`config.mk`:
```
export PLATFORM = sky130hd
export DESIGN_NAME = regfile_wb_arbiter
export DESIGN_NICKNAME = d
export VERILOG_FILES = /design/src/rtl/regfile_wb_arbiter.sv
export SDC_FILE = /design/constraint.sdc
export NUM_CORES = 1
export LEC_CHECK = 0
export CAP_MARGIN = 5
export CELL_PAD_IN_SITES_DETAIL_PLACEMENT = 2
export CELL_PAD_IN_SITES_GLOBAL_PLACEMENT = 2
export CORE_MARGIN = 1.5
export CORE_UTILIZATION = 26
export CTS_CLUSTER_DIAMETER = 150
export DETAILED_ROUTE_END_ITERATION = 10
export PLACE_DENSITY_LB_ADDON = 0.1
export RECOVER_POWER = 25
export SETUP_SLACK_MARGIN = 0.1
export SYNTH_ARGS = -nofsm -noshare
export SYNTH_HDL_FRONTEND = slang
export SYNTH_SLANG_ARGS = --single-unit
```
`constraint.sdc`:
```
create_clock -name clk -period 3 [get_ports clk]
set_input_delay 0.3 -clock clk [delete_from_list [all_inputs] [get_ports clk]]
set_output_delay 0.3 -clock clk [all_outputs]
set_load 0.1 [all_outputs]
```
`src/rtl/regfile_wb_arbiter.sv`:
```
// Writeback scheduler for a dual-write-port register file.
// Grants up to two results per cycle oldest-first and never issues two writes to the same register in one cycle.
module regfile_wb_arbiter #(
  parameter int N_REQ = 3,
  parameter int XLEN  = 32,
  parameter int SEQ_W = 6
) (
  input  logic                   clk,
  input  logic                   rst_n,
  input  logic [N_REQ-1:0]       req_valid,
  output logic [N_REQ-1:0]       req_ready,
  input  logic [5*N_REQ-1:0]     req_rd,
  input  logic [XLEN*N_REQ-1:0]  req_data,
  input  logic [SEQ_W*N_REQ-1:0] req_seq,
  input  logic                   flush,
  output logic                   we1,
  output logic                   we2,
  output logic [4:0]             waddr1,
  output logic [4:0]             waddr2,
  output logic [XLEN-1:0]        wdata1,
  output logic [XLEN-1:0]        wdata2,
  output logic [31:0]            wb_count
);

  logic [4:0]       rd_a   [N_REQ];
  logic [XLEN-1:0]  data_a [N_REQ];
  logic [SEQ_W-1:0] seq_a  [N_REQ];
  logic [2:0]       rank   [N_REQ];

  logic [N_REQ-1:0] g0_oh, g1_oh;
  logic             has_g0, has_g1;
  logic [4:0]       g0_rd, g1_rd;
  logic [XLEN-1:0]  g0_data, g1_data;

  logic             nxt_we1, nxt_we2, ld1, ld2;
  logic [4:0]       nxt_a1, nxt_a2;
  logic [XLEN-1:0]  nxt_d1, nxt_d2;

  // a is older than b when (a - b) mod 2^SEQ_W has its MSB set
  function automatic logic is_older(input logic [SEQ_W-1:0] a, input logic [SEQ_W-1:0] b);
    logic [SEQ_W-1:0] diff;
    diff = a - b;
    return diff[SEQ_W-1];
  endfunction

  always_comb begin
    for (int unsigned i = 0; i < N_REQ; i++) begin
      rd_a[i]   = req_rd[5*i +: 5];
      data_a[i] = req_data[XLEN*i +: XLEN];
      seq_a[i]  = req_seq[SEQ_W*i +: SEQ_W];
    end
  end

  // Rank of a valid requester = number of valid requesters older than it.
  always_comb begin
    for (int unsigned i = 0; i < N_REQ; i++) begin
      rank[i] = '0;
      for (int unsigned j = 0; j < N_REQ; j++) begin
        if (j != i && req_valid[j] && is_older(seq_a[j], seq_a[i]))
          rank[i] = rank[i] + 3'd1;
      end
    end
  end

  always_comb begin
    g0_oh   = '0;
    g1_oh   = '0;
    g0_rd   = '0;
    g1_rd   = '0;
    g0_data = '0;
    g1_data = '0;
    for (int unsigned i = 0; i < N_REQ; i++) begin
      g0_oh[i] = req_valid[i] && (rank[i] == 3'd0);
      g1_oh[i] = req_valid[i] && (rank[i] == 3'd1);
      if (g0_oh[i]) begin
        g0_rd   = g0_rd | rd_a[i];
        g0_data = g0_data | data_a[i];
      end
      if (g1_oh[i]) begin
        g1_rd   = g1_rd | rd_a[i];
        g1_data = g1_data | data_a[i];
      end
    end
    has_g0 = |g0_oh;
    has_g1 = |g1_oh;
  end

  always_comb begin
    if (!rst_n)
      req_ready = '0;
    else if (flush)
      req_ready = req_valid;
    else
      req_ready = g0_oh | g1_oh;
  end

  // A same-rd pair collapses onto port1 carrying the younger result; the older one is acknowledged and dropped.
  always_comb begin
    nxt_we1 = 1'b0;
    nxt_we2 = 1'b0;
    ld1     = 1'b0;
    ld2     = 1'b0;
    nxt_a1  = g0_rd;
    nxt_d1  = g0_data;
    nxt_a2  = g1_rd;
    nxt_d2  = g1_data;
    if (!flush && has_g0) begin
      ld1 = 1'b1;
      if (has_g1 && (g0_rd == g1_rd)) begin
        nxt_a1  = g1_rd;
        nxt_d1  = g1_data;
        nxt_we1 = (g1_rd != 5'd0);
      end else begin
        nxt_we1 = (g0_rd != 5'd0);
        if (has_g1) begin
          ld2     = 1'b1;
          nxt_we2 = (g1_rd != 5'd0);
        end
      end
    end
  end

  always_ff @(posedge clk or negedge rst_n) begin
    if (!rst_n) begin
      we1      <= 1'b0;
      we2      <= 1'b0;
      waddr1   <= '0;
      waddr2   <= '0;
      wdata1   <= '0;
      wdata2   <= '0;
      wb_count <= '0;
    end else begin
      we1 <= nxt_we1;
      we2 <= nxt_we2;
      if (ld1) begin
        waddr1 <= nxt_a1;
        wdata1 <= nxt_d1;
      end
      if (ld2) begin
        waddr2 <= nxt_a2;
        wdata2 <= nxt_d2;
      end
      wb_count <= wb_count + {31'd0, nxt_we1} + {31'd0, nxt_we2};
    end
  end

endmodule

```
Fig. 1: clock wiring as the flow saved it
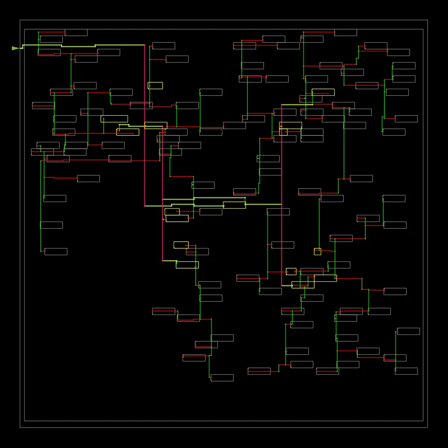
clock network power: 0.00135 W
flip-flops: 108
CTS buffer count: 9

Fig. 2: placement density heat map
Bar = 50 µm. The die is cut into 17 by 17 equal tiles; dark purple is low, yellow is high, 0 to 100% covered.
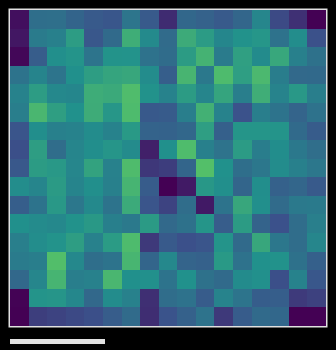
fullest tile: 71%
nearly empty tiles: 2.4%
mean over tiles: 41%

==> summary.log <==
[outcome] result of the run complete, but fails checks
[outcome] failing checks max-capacitance violations, max-slew violations, negative setup slack
[drt] first-pass iteration count of the detailed router 7
[power] internal power summed over all cells 0.00441 W
[worst_setup_path] max incr delay on CP 0.36 ns
[global_routing] GRT Residual Overflow 0
[worst_setup_path] type of the worst setup path input port to flip-flop
[yosys] number of flops mapped to enable cells by yosys 0
[placement] Placed Cells 1420
[power] sequential cell power 0.00224 W
[cells_and_area] non-clk buf share 29.8%
[final_timing] Setup Viol. Count Final 105
[global_routing] met1 Use GR 31.8%
[final_timing] worst clock skew on the final layout 0.0158 ns
[final_timing] Hold Violations, Final 0
[floorplan] CORE AREA 26200 µm²
[cts] worst-case clock buffer depth 2
[final_timing] max-slew violations 32
[placement] worst slack at placement -2.23 ns
[worst_setup_path] CP Max Fanout 5
[drt] count of routing violations after the opening detailed-route iteration 425
[power] Comb. pwr 0.00702 W
[worst_setup_path] logic depth of the worst path, buffers included 26
[power] net load switching power 0.00620 W
[worst_setup_path] Arr. time, crit path 4.45 ns
[floorplan] die span in x 167 µm
[yosys] dominant register cell sky130_fd_sc_hd__dfrtp_1
[cells_and_area] area of all placed cells without fillers 11800 µm²
[global_routing] maximum number of pins on one net before global-route repair 65
[yosys] flops & latches, synth 108
[final_timing] Hold WS 0.495 ns
[global_routing] GR Layer Usage met2 40.9%
[placement] count of port buffers added during placement 245
[cts] clock latency on the worst-skew pair 0.37 ns
[worst_setup_path] number of buffer and inverter stages on the critical path 3
[cells_and_area] post-synthesis to final-layout area growth 69.2%
[placement] HPWL Detailed 22300 µm
[cells_and_area] Clock Network Area Fraction 2.80%
[yosys] YS warnings 0
[power] Clk network pwr share 12.8%
[worst_setup_path] worst setup slack for register-to-register paths 0.95 ns
[run] max-cap check violation count 1
[power] Flop pwr share 21.1%
[drt] overall via count from detail_route 7660
[floorplan] vertical extent of the die 167 µm
[yosys] per-instance average area after synthesis 8.83 µm²
[drt] wire length on met2 16600 µm
[yosys] combined area of all synthesized cells 6990 µm²
[cells_and_area] Largest cell class logic gates
[worst_hold_path] worst hold stages 1
[drt] Via-to-Cell Ratio 5.20
[drt] DRT antenna net count 0
[cells_and_area] Seq. cell area 2700 µm²
[final_timing] fmax 0.239 GHz
[yosys] library cells used by synthesis 43
[worst_setup_path] FF-to-FF End wb_count[28]$_DFF_PN0_
[drt] drt drc 0
[cells_and_area] number of clock buffers in the layout 9
[yosys] Post-synth seq share 38.7%
[yosys] YS chip area 6990 µm²
[cells_and_area] Buffers excl. clock 387
[cts] clock sinks 108
[worst_setup_path] launch instance of the worst register-to-register path wb_count[0]$_DFF_PN0_
[cells_and_area] number of logic gates 578
[cells_and_area] filler-free cell count of the finished design 1473
[global_routing] GR Util All Layers 23.9%
[cells_and_area] fraction of area in multi-input gates 39.3%
[worst_setup_path] nature of the critical path startpoint input port
[cts] number of hold buffers added after cts 1
[final_timing] shortest period the worst path allows 4.19 ns
[final_timing] final worst-path setup slack -1.19 ns
[power] total power of the final layout 0.0106 W
[worst_hold_path] Hold Path Class flip-flop to flip-flop
[cts] Worst-path clk slew 0.10 ns
Fig. 3: where the registers sit
Bar = 50 µm. Other sequential cells in the stronger grey, the rest of the logic in the fainter grey.
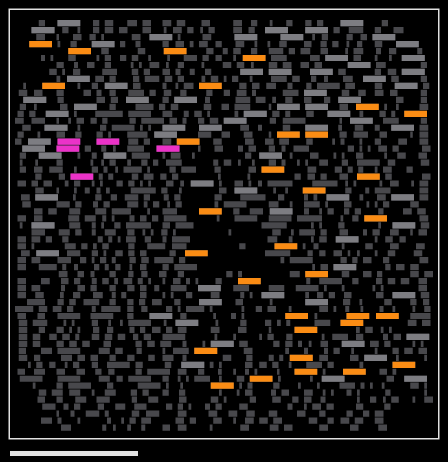
| netlist name | colour | sequential cells |
|---|---|---|
| wdata1 | orange | 32 |
| waddr1 | magenta | 5 |

Fig. 4: wiring by layer
Two of the layers only.
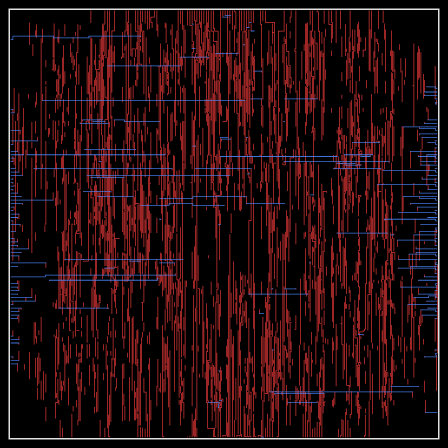
| layer | colour | wire length |
|---|---|---|
| metal 2 | red | 16600 µm |
| metal 3 | blue | 1690 µm |

synthesized netlist by cell type, drive strengths merged, types with 10 or more instances:
cell type | n | area [µm²]
a21o | 12 | 90.1
a21oi | 51 | 255
a221oi | 32 | 280
a22oi | 38 | 300
a31o | 32 | 280
and2 | 10 | 62.6
and3 | 41 | 257
buf | 23 | 153
clkbuf | 34 | 128
dfrtp | 108 | 2700
ha | 28 | 350
inv | 49 | 184
mux2i | 33 | 330
nand2 | 133 | 499
nand3 | 27 | 135
nor2 | 13 | 48.8
o21ai | 45 | 225
xnor2 | 30 | 263
cell families after synthesis:
family	count (synthesis)	share of synthesized area (%)
xor gates and xnor gates	39	4.89
and+or+nand+nor	244	16.4
buffers and inverters	106	6.64
DFF	108	38.7
muxes	39	5.69
adders and majority gates	29	5.30
AOI/OAI and AO/OA	227	22.4
Power figures rest on the tool's default switching activity, not on a simulated workload.
